### config.mk
export PLATFORM = sky130hd
export DESIGN_NAME = gpu_rect_addrgen
export DESIGN_NICKNAME = d
export VERILOG_FILES = /design/src/rtl/gpu_rect_addrgen.sv
export SDC_FILE = /design/constraint.sdc
export NUM_CORES = 1
export LEC_CHECK = 0
export ABC_AREA = 1
export CAP_MARGIN = 20
export CELL_PAD_IN_SITES_DETAIL_PLACEMENT = 1
export CELL_PAD_IN_SITES_GLOBAL_PLACEMENT = 2
export CORE_MARGIN = 10
export CORE_UTILIZATION = 30
export CTS_CLUSTER_DIAMETER = 120
export CTS_CLUSTER_SIZE = 40
export DETAILED_ROUTE_END_ITERATION = 6
export GPL_TIMING_DRIVEN = 0
export PLACE_DENSITY_LB_ADDON = 0.12
export SETUP_SLACK_MARGIN = 0.4
export SLEW_MARGIN = 20
export SYNTH_ARGS = -nofsm -noshare
export SYNTH_HDL_FRONTEND = slang
export SYNTH_SLANG_ARGS = --single-unit
### constraint.sdc
create_clock -name clk -period 5.6 [get_ports clk]
set_clock_uncertainty 0.15 [all_clocks]
set_input_delay 1.12 -clock clk [delete_from_list [all_inputs] [get_ports clk]]
set_output_delay 1.12 -clock clk [all_outputs]
set_load 0.005 [all_outputs]
### src/rtl/gpu_rect_addrgen.sv
// Framebuffer rectangle address generator: shift-add row offset, then raster-order beats over valid/ready.
// Optional screen clipping is compiled in with `define GPU_ADDRGEN_CLIP_EN.
module gpu_rect_addrgen #(
    parameter int WIDTH_BITS  = 10,
    parameter int HEIGHT_BITS = 9,
    parameter int ADDR_BITS   = WIDTH_BITS + HEIGHT_BITS + 1,
    parameter int SCREEN_W    = 640,
    parameter int SCREEN_H    = 480
) (
    input  logic                   clk,
    input  logic                   rst,
    input  logic                   start,
    input  logic [ADDR_BITS-1:0]   base,
    input  logic [WIDTH_BITS:0]    stride,
    input  logic [WIDTH_BITS-1:0]  x0,
    input  logic [WIDTH_BITS-1:0]  x1,
    input  logic [HEIGHT_BITS-1:0] y0,
    input  logic [HEIGHT_BITS-1:0] y1,
    output logic                   busy,
    output logic                   out_valid,
    input  logic                   out_ready,
    output logic [ADDR_BITS-1:0]   out_addr,
    output logic [WIDTH_BITS-1:0]  out_x,
    output logic [HEIGHT_BITS-1:0] out_y,
    output logic                   out_last,
    output logic                   done
);

    localparam int CW = $clog2(HEIGHT_BITS + 1);

    typedef enum logic [1:0] {
        S_IDLE,
        S_MUL,
        S_RUN,
        S_DONE
    } state_e;

    state_e                 state_q;
    logic [CW-1:0]          cnt_q;
    logic [ADDR_BITS-1:0]   row_base_q;
    logic [ADDR_BITS-1:0]   mcand_q;
    logic [HEIGHT_BITS-1:0] mplier_q;
    logic [ADDR_BITS-1:0]   addr_q;
    logic [WIDTH_BITS:0]    stride_q;
    logic [WIDTH_BITS-1:0]  x0_q;
    logic [WIDTH_BITS-1:0]  x1_q;
    logic [WIDTH_BITS-1:0]  x_q;
    logic [HEIGHT_BITS-1:0] y0_q;
    logic [HEIGHT_BITS-1:0] y1_q;
    logic [HEIGHT_BITS-1:0] y_q;
    logic                   busy_q;
    logic                   valid_q;
    logic                   last_q;
    logic                   done_q;

    logic [WIDTH_BITS-1:0]  x1_d;
    logic [HEIGHT_BITS-1:0] y1_d;
    logic                   empty_d;
    logic [ADDR_BITS-1:0]   prod_d;
    logic [ADDR_BITS-1:0]   row_next_d;
    logic [ADDR_BITS-1:0]   x0_ext;
    logic                   at_x_end;
    logic                   at_y_end;

    always_comb begin
        x1_d    = x1;
        y1_d    = y1;
        empty_d = 1'b0;
`ifdef GPU_ADDRGEN_CLIP_EN
        // Clamp first so an off-screen x1/y1 cannot by itself make the rect empty.
        if (x1 > WIDTH_BITS'(SCREEN_W - 1))
            x1_d = WIDTH_BITS'(SCREEN_W - 1);
        if (y1 > HEIGHT_BITS'(SCREEN_H - 1))
            y1_d = HEIGHT_BITS'(SCREEN_H - 1);
        if (({1'b0, x0} >= (WIDTH_BITS + 1)'(SCREEN_W)) ||
            ({1'b0, y0} >= (HEIGHT_BITS + 1)'(SCREEN_H)))
            empty_d = 1'b1;
`endif
        if ((x1_d < x0) || (y1_d < y0))
            empty_d = 1'b1;
    end

    always_comb begin
        prod_d     = row_base_q + (mplier_q[0] ? mcand_q : '0);
        row_next_d = row_base_q + ADDR_BITS'(stride_q);
        x0_ext     = ADDR_BITS'(x0_q);
        at_x_end   = (x_q == x1_q);
        at_y_end   = (y_q == y1_q);
    end

    always_ff @(posedge clk or posedge rst) begin
        if (rst) begin
            state_q    <= S_IDLE;
            cnt_q      <= '0;
            row_base_q <= '0;
            mcand_q    <= '0;
            mplier_q   <= '0;
            addr_q     <= '0;
            stride_q   <= '0;
            x0_q       <= '0;
            x1_q       <= '0;
            x_q        <= '0;
            y0_q       <= '0;
            y1_q       <= '0;
            y_q        <= '0;
            busy_q     <= 1'b0;
            valid_q    <= 1'b0;
            last_q     <= 1'b0;
            done_q     <= 1'b0;
        end else begin
            case (state_q)
                S_IDLE: begin
                    done_q <= 1'b0;
                    if (start) begin
                        x0_q       <= x0;
                        x1_q       <= x1_d;
                        y0_q       <= y0;
                        y1_q       <= y1_d;
                        stride_q   <= stride;
                        row_base_q <= base;
                        mcand_q    <= ADDR_BITS'(stride);
                        mplier_q   <= y0;
                        cnt_q      <= '0;
                        busy_q     <= 1'b1;
                        if (empty_d) begin
                            done_q  <= 1'b1;
                            state_q <= S_DONE;
                        end else begin
                            state_q <= S_MUL;
                        end
                    end
                end
                // HEIGHT_BITS add/shift steps, then one cycle to form the first pixel address.
                S_MUL: begin
                    if (cnt_q == CW'(HEIGHT_BITS)) begin
                        addr_q  <= row_base_q + x0_ext;
                        x_q     <= x0_q;
                        y_q     <= y0_q;
                        valid_q <= 1'b1;
                        last_q  <= (x0_q == x1_q) && (y0_q == y1_q);
                        state_q <= S_RUN;
                    end else begin
                        row_base_q <= prod_d;
                        mcand_q    <= mcand_q << 1;
                        mplier_q   <= mplier_q >> 1;
                        cnt_q      <= cnt_q + CW'(1);
                    end
                end
                S_RUN: begin
                    if (out_ready) begin
                        if (!at_x_end) begin
                            x_q    <= x_q + WIDTH_BITS'(1);
                            addr_q <= addr_q + ADDR_BITS'(1);
                            last_q <= ((x_q + WIDTH_BITS'(1)) == x1_q) && at_y_end;
                        end else if (!at_y_end) begin
                            x_q        <= x0_q;
                            y_q        <= y_q + HEIGHT_BITS'(1);
                            row_base_q <= row_next_d;
                            addr_q     <= row_next_d + x0_ext;
                            last_q     <= (x0_q == x1_q) && ((y_q + HEIGHT_BITS'(1)) == y1_q);
                        end else begin
                            valid_q <= 1'b0;
                            last_q  <= 1'b0;
                            done_q  <= 1'b1;
                            state_q <= S_DONE;
                        end
                    end
                end
                S_DONE: begin
                    done_q  <= 1'b0;
                    busy_q  <= 1'b0;
                    state_q <= S_IDLE;
                end
                default: state_q <= S_IDLE;
            endcase
        end
    end

    assign busy      = busy_q;
    assign out_valid = valid_q;
    assign out_addr  = addr_q;
    assign out_x     = x_q;
    assign out_y     = y_q;
    assign out_last  = last_q;
    assign done      = done_q;

endmodule

**Port wiring**

Bar = 50 um.
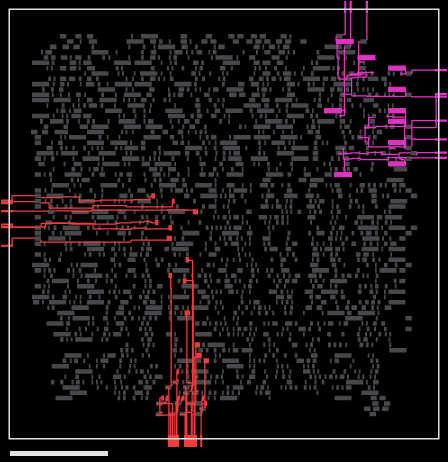
[out_x] magenta | direction: output | edge: 7 right, 3 top | end cells: 10 | wire: 568 um
[base] red | direction: input | edge: 14 bottom, 6 left | end cells: 20 | wire: 1,160 um

**Routing congestion map**

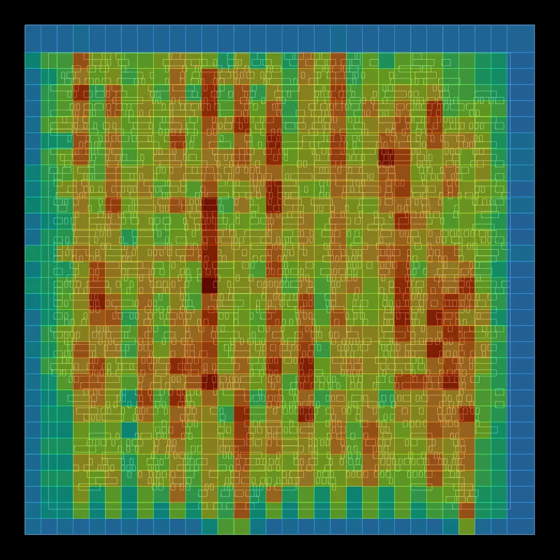
global router's overall resource usage: 0.196
global route hottest layer: met2
grt met2 use: 0.316

==> flow_metrics.py <==
# Generated from Yosys and OpenROAD reports
metrics = {
    "outcome": {
        "run_status": "completed",
    },
    "final_layout": {
        "seq_share": 0.257,
        "regArea_um2": 3680,
        "final_nets": 1988,
        "dominant_cells": "combinational gates",
        "synthToLayoutAreaGrowth_pct": 20.7,
        "buffers": 174,
        "flop-count": 147,
        "fin_area_um2": 14300,
        "comb_share": 0.497,
        "drive_above_1_share": 0.0580,
        "final_core_util": 0.368,
        "antenna_cells": 0,
        "clock_area_frac": 0.0385,
        "nonClkBufAreaFrac": 0.106,
    },
    "critical_path": {
        "reg2reg_depth": 20,
        "cp-startpoint": "row_base_q[1]",
        "cp_top_family": "simple AND/OR/NAND/NOR gates",
        "required_ns": 5.79,
        "critical_path_arrival_ns": 4.00,
        "crit_chain": "inv_1 -> fa_1 -> inv_1 -> nand2_1 -> nand3_1 -> xor2_1 -> ha_1 -> nand2_1 -> nor3_1 -> nand2_1 -> nand2_1 -> inv_1 -> o21ai_1 -> nand3_2 -> nor2_4 -> a21oi_1 -> o21ai_0 -> nand2_1 -> nand3_1 -> nand2_1",
        "crit_path_max_incr_delay_ns": 0.51,
        "crit-reg2reg-launch": "row_base_q[1]",
        "critPathCaptureType": "flop",
        "worstSetupStartpointType": "flop",
        "r2r-end": "out_addr[14]",
        "path_buffers": 3,
        "cp.depth": 20,
    },
    "pwr": {
        "p_comb_frac": 0.158,
        "pg_seq_uw": 1150,
        "pwr-share-seq": 0.423,
        "power_uw": 2710,
        "largestPowerGroup": "registers",
        "pg_clk_uw": 1140,
        "p_switching_uw": 778,
        "p_leak_uw": 0.00701,
        "p_sw_frac": 0.287,
    },
    "job": {
        "max-cap-violations": 0,
        "warnings": 31,
    },
    "grt": {
        "use_met1": 0.264,
        "grt_pass1_wl_mm": 71.8,
        "antenna_found_initial": 0,
        "grt.overflow.total": 0,
        "grt_max_degree": 33,
    },
    "floorplanning": {
        "tapCellCount": 518,
        "die-height_um": 219,
        "dieArea_um2": 47900,
        "fp_util": 0.305,
        "rows": 72,
        "die_w_um": 219,
    },
    "place": {
        "numPortBuffers": 115,
        "place_congestion": 0.860,
        "dp.cells": 2333,
        "placed_area_um2": 13800,
    },
    "worst_hold_path": {
        "min_to": "mcand_q[19]",
        "hold_path_depth": 2,
    },
    "final_timing": {
        "slew_viol_final": 0,
        "setup_slack_ns": 1.79,
        "worst_pin_slew_ns": 1.01,
        "whs_ns": 0.336,
        "hold_viol": 0,
        "timing.slew.headroom": 0.327,
        "fin_setup_tns_ns": 0,
        "final-setup-viol-count": 0,
        "rsz0062_at_grt": "false",
    },
    "routing": {
        "ant_nets": 0,
        "drcViolationCount": 0,
        "dr.first_iter.drc_count": 451,
        "drt-total-wl_mm": 46.8,
        "dr_wl_met3_mm": 1.31,
        "firstDrtPassIters": 5,
    },
    "synth": {
        "simple_gate_share": 0.262,
        "edf_count": 0,
        "yosysCellCount": 1695,
        "synth_nets": 1849,
        "yosysTopAreaCell": "dfrtp_1",
        "ys_sh_mux": 0,
        "netlist_instances": 1695,
        "synth_chip_area_um2": 11900,
        "ys_sh_adder": 0.0880,
        "avgSynthCellArea_um2": 6.99,
        "synthTopCellsByArea": "dfrtp_1 31%, nand2_1 14%, ha_1 8.1%",
        "ys_sh_xor": 0.0640,
        "syn_area_um2": 11900,
    },
    "clock_network": {
        "worstSkewPairLatency_ns": 0.46,
        "cts_setup_buffers": 0,
        "cts_root_buffer": "clkbuf_16",
        "clk_pin_slew_worst_paths_ns": 0.07,
        "numCtsBuffers": 17,
    },
}
## cells in the mapped netlist (3+ instances only)
| master | instances |
|---|---|
| nand3_2 | 6 |
| a31oi_1 | 12 |
| nand4_1 | 20 |
| o211ai_1 | 33 |
| nor2_2 | 4 |
| xor2_1 | 63 |
| buf_4 | 3 |
| a21oi_2 | 4 |
| o22ai_1 | 14 |
| inv_2 | 8 |
| nor2_1 | 106 |
| a211oi_1 | 4 |
| o21ai_0 | 180 |
| nand2_1 | 442 |
| o21a_1 | 3 |
| ha_1 | 77 |
| or2_2 | 5 |
| fa_1 | 4 |
| clkbuf_1 | 35 |
| dfrtp_1 | 147 |
| nand2_2 | 14 |
| o31ai_1 | 4 |
| buf_2 | 12 |
| a22oi_1 | 4 |
| nor3_1 | 15 |
| and3_1 | 3 |
| inv_1 | 204 |
| xnor2_2 | 3 |
| a21oi_1 | 110 |
| o2111ai_1 | 3 |
| o21bai_1 | 5 |
| o221ai_1 | 4 |
| xnor2_1 | 18 |
| nand3_1 | 83 |
| clkinv_1 | 3 |
| nor4_1 | 9 |
| nor2_4 | 6 |
## cell usage in the layout (no fill, tap or decap), types with 9 or more instances in the layout
cell type / Yosys / routed
a21oi_1: 110 / 110
a31oi_1: 12 / 12
buf_2: 12 / 12
clkbuf_1: 35 / 37
clkbuf_16: 0 / 17
clkdlybuf4s50_1: 0 / 115
dfrtp_1: 147 / 147
ha_1: 77 / 77
inv_1: 204 / 203
nand2_1: 442 / 442
nand2_2: 14 / 14
nand3_1: 83 / 83
nand4_1: 20 / 20
nor2_1: 106 / 106
nor3_1: 15 / 15
nor4_1: 9 / 9
o211ai_1: 33 / 33
o21ai_0: 180 / 180
o22ai_1: 14 / 14
xnor2_1: 18 / 18
xor2_1: 63 / 63
Power is estimated from default activity; no workload was simulated.
